**Signal wires by layer**

The bar under the picture is 20 um long.
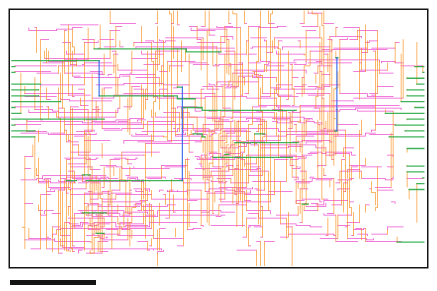
**Where the registers sit**

The bar under the picture is 20 um long. Other sequential cells in the stronger grey, the rest of the logic in the fainter grey.
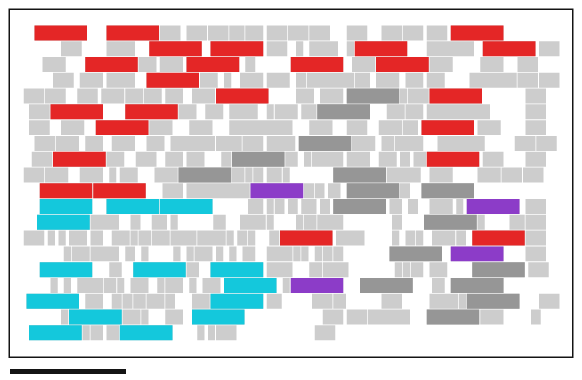
**Placed cells, one colour a class**

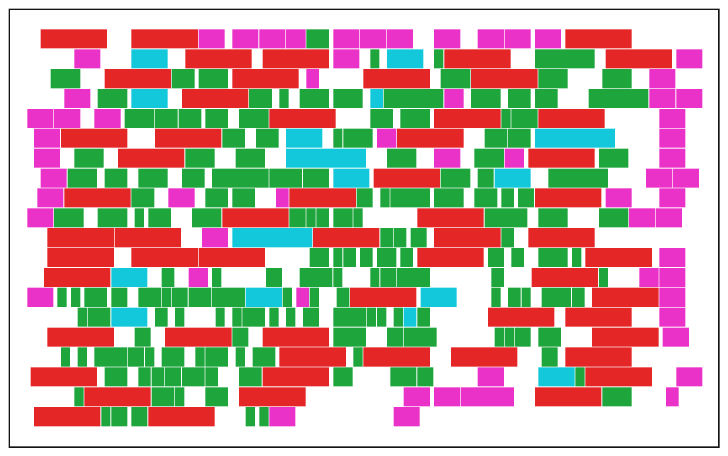
## config.mk

```make
export PLATFORM = sky130hd
export DESIGN_NAME = uart_frame_assembler_flat
export DESIGN_NICKNAME = d
export VERILOG_FILES = /design/src/rtl/uart_frame_assembler_pkg.sv /design/src/rtl/uart_frame_assembler_if.sv /design/src/rtl/uart_frame_assembler_reply.sv /design/src/rtl/uart_frame_assembler.sv /design/src/flat_wrapper.sv
export SDC_FILE = /design/constraint.sdc
export NUM_CORES = 1
export LEC_CHECK = 0
export CAP_MARGIN = 40
export CORE_ASPECT_RATIO = 0.6
export CORE_MARGIN = 2
export CORE_UTILIZATION = 55
export DETAILED_ROUTE_END_ITERATION = 8
export GPL_TIMING_DRIVEN = 0
export PLACE_DENSITY = 0.86
export SYNTH_ARGS = -nofsm -noshare
export SYNTH_HDL_FRONTEND = slang
export SYNTH_SLANG_ARGS = --single-unit
```

## constraint.sdc

```tcl
create_clock -name clock -period 4.9 [get_ports clock]
set_clock_uncertainty 0.15 [all_clocks]
set_input_delay 0.98 -clock clock [delete_from_list [all_inputs] [get_ports clock]]
set_output_delay 0.98 -clock clock [all_outputs]
set_load 0.01 [all_outputs]
```

## src/rtl/uart_frame_assembler_pkg.sv

```systemverilog
// Shared definitions for the UART frame assembler: FSM encoding, framing constants,
// default reply bytes and error-pulse bit positions.
package uart_frame_assembler_pkg;

  typedef enum logic [1:0] {
    ST_IDLE = 2'd0,
    ST_DATA = 2'd1,
    ST_CSUM = 2'd2,
    ST_HOLD = 2'd3
  } state_e;

  localparam logic [3:0] SYNC_NIBBLE  = 4'hA;
  localparam logic [7:0] DEF_ACK_BYTE = 8'h06;
  localparam logic [7:0] DEF_NAK_BYTE = 8'h15;

  localparam int ERR_W       = 4;
  localparam int ERR_SYNC    = 0;
  localparam int ERR_CSUM    = 1;
  localparam int ERR_INDEX   = 2;
  localparam int ERR_TIMEOUT = 3;

  // XOR of header and the three data bytes, as carried in the trailing CS byte.
  function automatic logic [7:0] frame_checksum(input logic [7:0] hdr, input logic [23:0] data);
    return hdr ^ data[23:16] ^ data[15:8] ^ data[7:0];
  endfunction

endpackage

```

## src/rtl/uart_frame_assembler_if.sv

```systemverilog
// Byte-in / frame-out / reply-out signal bundle of the UART frame assembler.
interface uart_frame_assembler_if;
  import uart_frame_assembler_pkg::*;

  logic [7:0]       rx_data;
  logic             rx_byte_ready;
  logic             frame_valid;
  logic             frame_ready;
  logic [3:0]       frame_index;
  logic [23:0]      frame_data;
  logic [7:0]       tx_data;
  logic             tx_start;
  logic             tx_busy;
  logic [ERR_W-1:0] err;

  modport slave (
    input  rx_data, rx_byte_ready, frame_ready, tx_busy,
    output frame_valid, frame_index, frame_data, tx_data, tx_start, err
  );

  modport master (
    output rx_data, rx_byte_ready, frame_ready, tx_busy,
    input  frame_valid, frame_index, frame_data, tx_data, tx_start, err
  );

endinterface

```

## src/rtl/uart_frame_assembler_reply.sv

```systemverilog
// One-deep ACK/NAK reply holder: launches a single tx_start pulse once the
// transmitter is free; a newer reply replaces one still waiting.
module uart_reply_queue (
  input  logic       clock,
  input  logic       reset_n,
  input  logic       reply_vld_i,
  input  logic [7:0] reply_byte_i,
  input  logic       tx_busy_i,
  output logic       tx_start_o,
  output logic [7:0] tx_data_o
);

  logic       pending_q, pending_d;
  logic [7:0] byte_q, byte_d;
  logic       start_q, start_d;
  logic [7:0] data_q, data_d;
  logic       launch;

  always_ff @(posedge clock or negedge reset_n) begin
    if (!reset_n) begin
      pending_q <= 1'b0;
      byte_q    <= '0;
      start_q   <= 1'b0;
      data_q    <= '0;
    end else begin
      pending_q <= pending_d;
      byte_q    <= byte_d;
      start_q   <= start_d;
      data_q    <= data_d;
    end
  end

  always_comb begin
    launch    = pending_q & ~tx_busy_i;
    start_d   = launch;
    data_d    = launch ? byte_q : data_q;
    pending_d = reply_vld_i | (pending_q & ~launch);
    byte_d    = reply_vld_i ? reply_byte_i : byte_q;
  end

  assign tx_start_o = start_q;
  assign tx_data_o  = data_q;

endmodule

```

## src/rtl/uart_frame_assembler.sv

```systemverilog
// Turns the UART byte stream into checksummed, index-tagged 24-bit DAC words
// with a valid/ready output and an ACK/NAK reply per completed frame.
module uart_frame_assembler
  import uart_frame_assembler_pkg::*;
#(
  parameter int         DACN           = 1,
  parameter int         TIMEOUT_CYCLES = 16000,
  parameter logic [7:0] ACK_BYTE       = DEF_ACK_BYTE,
  parameter logic [7:0] NAK_BYTE       = DEF_NAK_BYTE
) (
  input logic                   clock,
  input logic                   reset_n,
  uart_frame_assembler_if.slave bus
);

  localparam int TMO_W = $clog2(TIMEOUT_CYCLES + 1);

  state_e           state_q, state_d;
  logic [3:0]       idx_q, idx_d;
  logic [23:0]      data_q, data_d;
  logic [1:0]       cnt_q, cnt_d;
  logic [TMO_W-1:0] tmo_q, tmo_d;
  logic [ERR_W-1:0] err_q, err_d;

  logic       strobe;
  logic       in_frame;
  logic       tmo_expire;
  logic       cs_ok;
  logic       idx_ok;
  logic       xfer;
  logic       reply_vld;
  logic [7:0] reply_byte;

  assign strobe   = bus.rx_byte_ready;
  assign in_frame = (state_q == ST_DATA) || (state_q == ST_CSUM);
  // Expiry fires on the idle cycle that would bring the count to TIMEOUT_CYCLES;
  // a strobe arriving on that same cycle takes precedence.
  assign tmo_expire = in_frame && !strobe && (tmo_q == TMO_W'(TIMEOUT_CYCLES - 1));
  assign cs_ok  = frame_checksum({SYNC_NIBBLE, idx_q}, data_q) == bus.rx_data;
  assign idx_ok = int'(idx_q) < DACN;
  assign xfer   = (state_q == ST_HOLD) && bus.frame_ready;

  always_ff @(posedge clock or negedge reset_n) begin
    if (!reset_n) begin
      state_q <= ST_IDLE;
      idx_q   <= '0;
      data_q  <= '0;
      cnt_q   <= '0;
      tmo_q   <= '0;
      err_q   <= '0;
    end else begin
      state_q <= state_d;
      idx_q   <= idx_d;
      data_q  <= data_d;
      cnt_q   <= cnt_d;
      tmo_q   <= tmo_d;
      err_q   <= err_d;
    end
  end

  always_comb begin
    state_d = state_q;
    unique case (state_q)
      ST_IDLE: if (strobe && bus.rx_data[7:4] == SYNC_NIBBLE) state_d = ST_DATA;
      ST_DATA: begin
        if (strobe && cnt_q == 2'd2) state_d = ST_CSUM;
        else if (tmo_expire)         state_d = ST_IDLE;
      end
      ST_CSUM: begin
        if (strobe)          state_d = (cs_ok && idx_ok) ? ST_HOLD : ST_IDLE;
        else if (tmo_expire) state_d = ST_IDLE;
      end
      ST_HOLD: if (xfer) state_d = ST_IDLE;
      default: state_d = ST_IDLE;
    endcase
  end

  always_comb begin
    idx_d      = idx_q;
    data_d     = data_q;
    cnt_d      = cnt_q;
    tmo_d      = '0;
    err_d      = '0;
    reply_vld  = 1'b0;
    reply_byte = ACK_BYTE;
    case (state_q)
      ST_IDLE: begin
        if (strobe) begin
          if (bus.rx_data[7:4] == SYNC_NIBBLE) begin
            idx_d = bus.rx_data[3:0];
            cnt_d = '0;
          end else begin
            err_d[ERR_SYNC] = 1'b1;
          end
        end
      end
      ST_DATA: begin
        if (strobe) begin
          data_d = {data_q[15:0], bus.rx_data};
          cnt_d  = cnt_q + 2'd1;
        end else if (tmo_expire) begin
          err_d[ERR_TIMEOUT] = 1'b1;
        end else begin
          tmo_d = tmo_q + TMO_W'(1);
        end
      end
      ST_CSUM: begin
        if (strobe) begin
          reply_vld = 1'b1;
          if (!cs_ok) begin
            err_d[ERR_CSUM] = 1'b1;
            reply_byte      = NAK_BYTE;
          end else if (!idx_ok) begin
            err_d[ERR_INDEX] = 1'b1;
            reply_byte       = NAK_BYTE;
          end
        end else if (tmo_expire) begin
          err_d[ERR_TIMEOUT] = 1'b1;
        end else begin
          tmo_d = tmo_q + TMO_W'(1);
        end
      end
      default: ;
    endcase
  end

  uart_reply_queue u_reply (
    .clock        (clock),
    .reset_n      (reset_n),
    .reply_vld_i  (reply_vld),
    .reply_byte_i (reply_byte),
    .tx_busy_i    (bus.tx_busy),
    .tx_start_o   (bus.tx_start),
    .tx_data_o    (bus.tx_data)
  );

  assign bus.frame_valid = (state_q == ST_HOLD);
  assign bus.frame_index = idx_q;
  assign bus.frame_data  = data_q;
  assign bus.err         = err_q;

endmodule

```

## src/flat_wrapper.sv

```systemverilog
// flat-port wrapper written by rule: the top's interface ports become plain ports
module uart_frame_assembler_flat import uart_frame_assembler_pkg::*;
#(
  parameter int         DACN           = 1,
  parameter int         TIMEOUT_CYCLES = 16000,
  parameter logic [7:0] ACK_BYTE       = DEF_ACK_BYTE,
  parameter logic [7:0] NAK_BYTE       = DEF_NAK_BYTE
)
  (clock, reset_n, bus_rx_data, bus_rx_byte_ready, bus_frame_ready, bus_tx_busy, bus_frame_valid, bus_frame_index, bus_frame_data, bus_tx_data, bus_tx_start, bus_err);
  uart_frame_assembler_if bus_i ();
  input logic clock;
  input logic reset_n;
  input wire logic [$bits(bus_i.rx_data)-1:0] bus_rx_data;
  input wire logic [$bits(bus_i.rx_byte_ready)-1:0] bus_rx_byte_ready;
  input wire logic [$bits(bus_i.frame_ready)-1:0] bus_frame_ready;
  input wire logic [$bits(bus_i.tx_busy)-1:0] bus_tx_busy;
  output wire logic [$bits(bus_i.frame_valid)-1:0] bus_frame_valid;
  output wire logic [$bits(bus_i.frame_index)-1:0] bus_frame_index;
  output wire logic [$bits(bus_i.frame_data)-1:0] bus_frame_data;
  output wire logic [$bits(bus_i.tx_data)-1:0] bus_tx_data;
  output wire logic [$bits(bus_i.tx_start)-1:0] bus_tx_start;
  output wire logic [$bits(bus_i.err)-1:0] bus_err;
  assign bus_i.rx_data = bus_rx_data;
  assign bus_i.rx_byte_ready = bus_rx_byte_ready;
  assign bus_i.frame_ready = bus_frame_ready;
  assign bus_i.tx_busy = bus_tx_busy;
  assign bus_frame_valid = bus_i.frame_valid;
  assign bus_frame_index = bus_i.frame_index;
  assign bus_frame_data = bus_i.frame_data;
  assign bus_tx_data = bus_i.tx_data;
  assign bus_tx_start = bus_i.tx_start;
  assign bus_err = bus_i.err;
  uart_frame_assembler #(.DACN(DACN), .TIMEOUT_CYCLES(TIMEOUT_CYCLES), .ACK_BYTE(ACK_BYTE), .NAK_BYTE(NAK_BYTE)) u_core (.clock(clock), .reset_n(reset_n), .bus(bus_i));
endmodule
```

==> flow_summary.yaml <==
# yosys + openroad results
worst_setup_path:
  setup.worst_path.end_class: "output pin"
  crit_start: "u_core.state_q[0]"
  r2r_setup_slack_ns: 2.84
logic_synthesis:
  yosys.stat.chipArea_mm2: 0.00285
  synth_seq_share_pct: 51.0
  ys_dominant_reg_cell: "dfrtp_1"
  compound_area_share_pct: 4.93
power:
  vdd_drop_max_mv: 0.345
  p_per_area_mw_per_mm2: 599
sta:
  finalCriticalPeriod_ns: 2.65
  maxSlewViolCount: 0
  slew_headroom_pct: 47.5
  setup_viol: 0
global_routing:
  antenna_found_initial: 0
  top_usage_layer: "met2"
cells_and_area:
  drive_gt1_share_pct: 20.9
  nFillCells: 337
  largest_class: "sequential cells"
  combGateArea_mm2: 0.00130
clocking:
  path_clk_slew_ns: 0.06
  cts_hold_buf: 0
  cts_tree: "done"
  h-tree-depth: 3
status:
  outcome: "complete, no violations"
detailed_routing:
  met2WireLength_mm: 2.81
  wl_met1_mm: 2.72
## Picture notes: 'signal wires by layer'
[orange] met2 | wire length: 2810 um
[green] met3 | wire length: 322 um
[magenta] met1 | wire length: 2720 um
[blue] met4 | wire length: 46.9 um
drt total wl: 5.89 mm
WL per Instance: 15.8 um
via count: 1989
GRT Util Overall: 22.5%

## Picture notes: 'where the registers sit'
[purple] `u_core.bus.err` | placed flops: 4
[red] `u_core.bus.frame_data` | placed flops: 24
[cyan] `u_core.tmo_q` | placed flops: 14
sequential cell area share: 39.2%
sequential power: 0.751 mW
fin util: 73.7%
Reg area: 0.00145 mm2

## Picture notes: 'placed cells, one colour a class'
[cyan] clock drivers and dummy loads | cells: 16
[red] flip-flops | cells: 58
[magenta] other buffers and delay cells | cells: 60
[green] all other logic | cells: 172
fin area: 0.00371 mm2
area of the core: 0.00503 mm2

==> where the power goes <==
group,internal (mW),switching (mW),total [mW]
Combinational,0.544,0.376,0.920
Sequential,0.608,0.143,0.751
Clock,0.364,0.186,0.550
==> stage by stage <==
step                hold WS (ns)  instances  util, %  instance area (um2)  power, mW
floorplan                  0.280        239        -                 2860       1.32
global placement           0.298        355     68.4                 3440       1.64
detailed placement         0.312        356     68.7                 3450       1.67
CTS                        0.330        372     73.7                 3710       2.24
global route               0.368        372     73.7                 3710       2.34
finish                     0.325        372     73.7                 3710       2.22
==> cells by family after synthesis <==
group | count (synthesis)
other | 1
buffers and inverters | 20
flip-flops | 58
AND/OR/NAND/NOR | 64
multiplexers | 31
AND-OR/OR-AND | 21
adder cells (fa/ha/maj) | 6
XOR/XNOR | 35
Power and IR drop assume default switching activity.
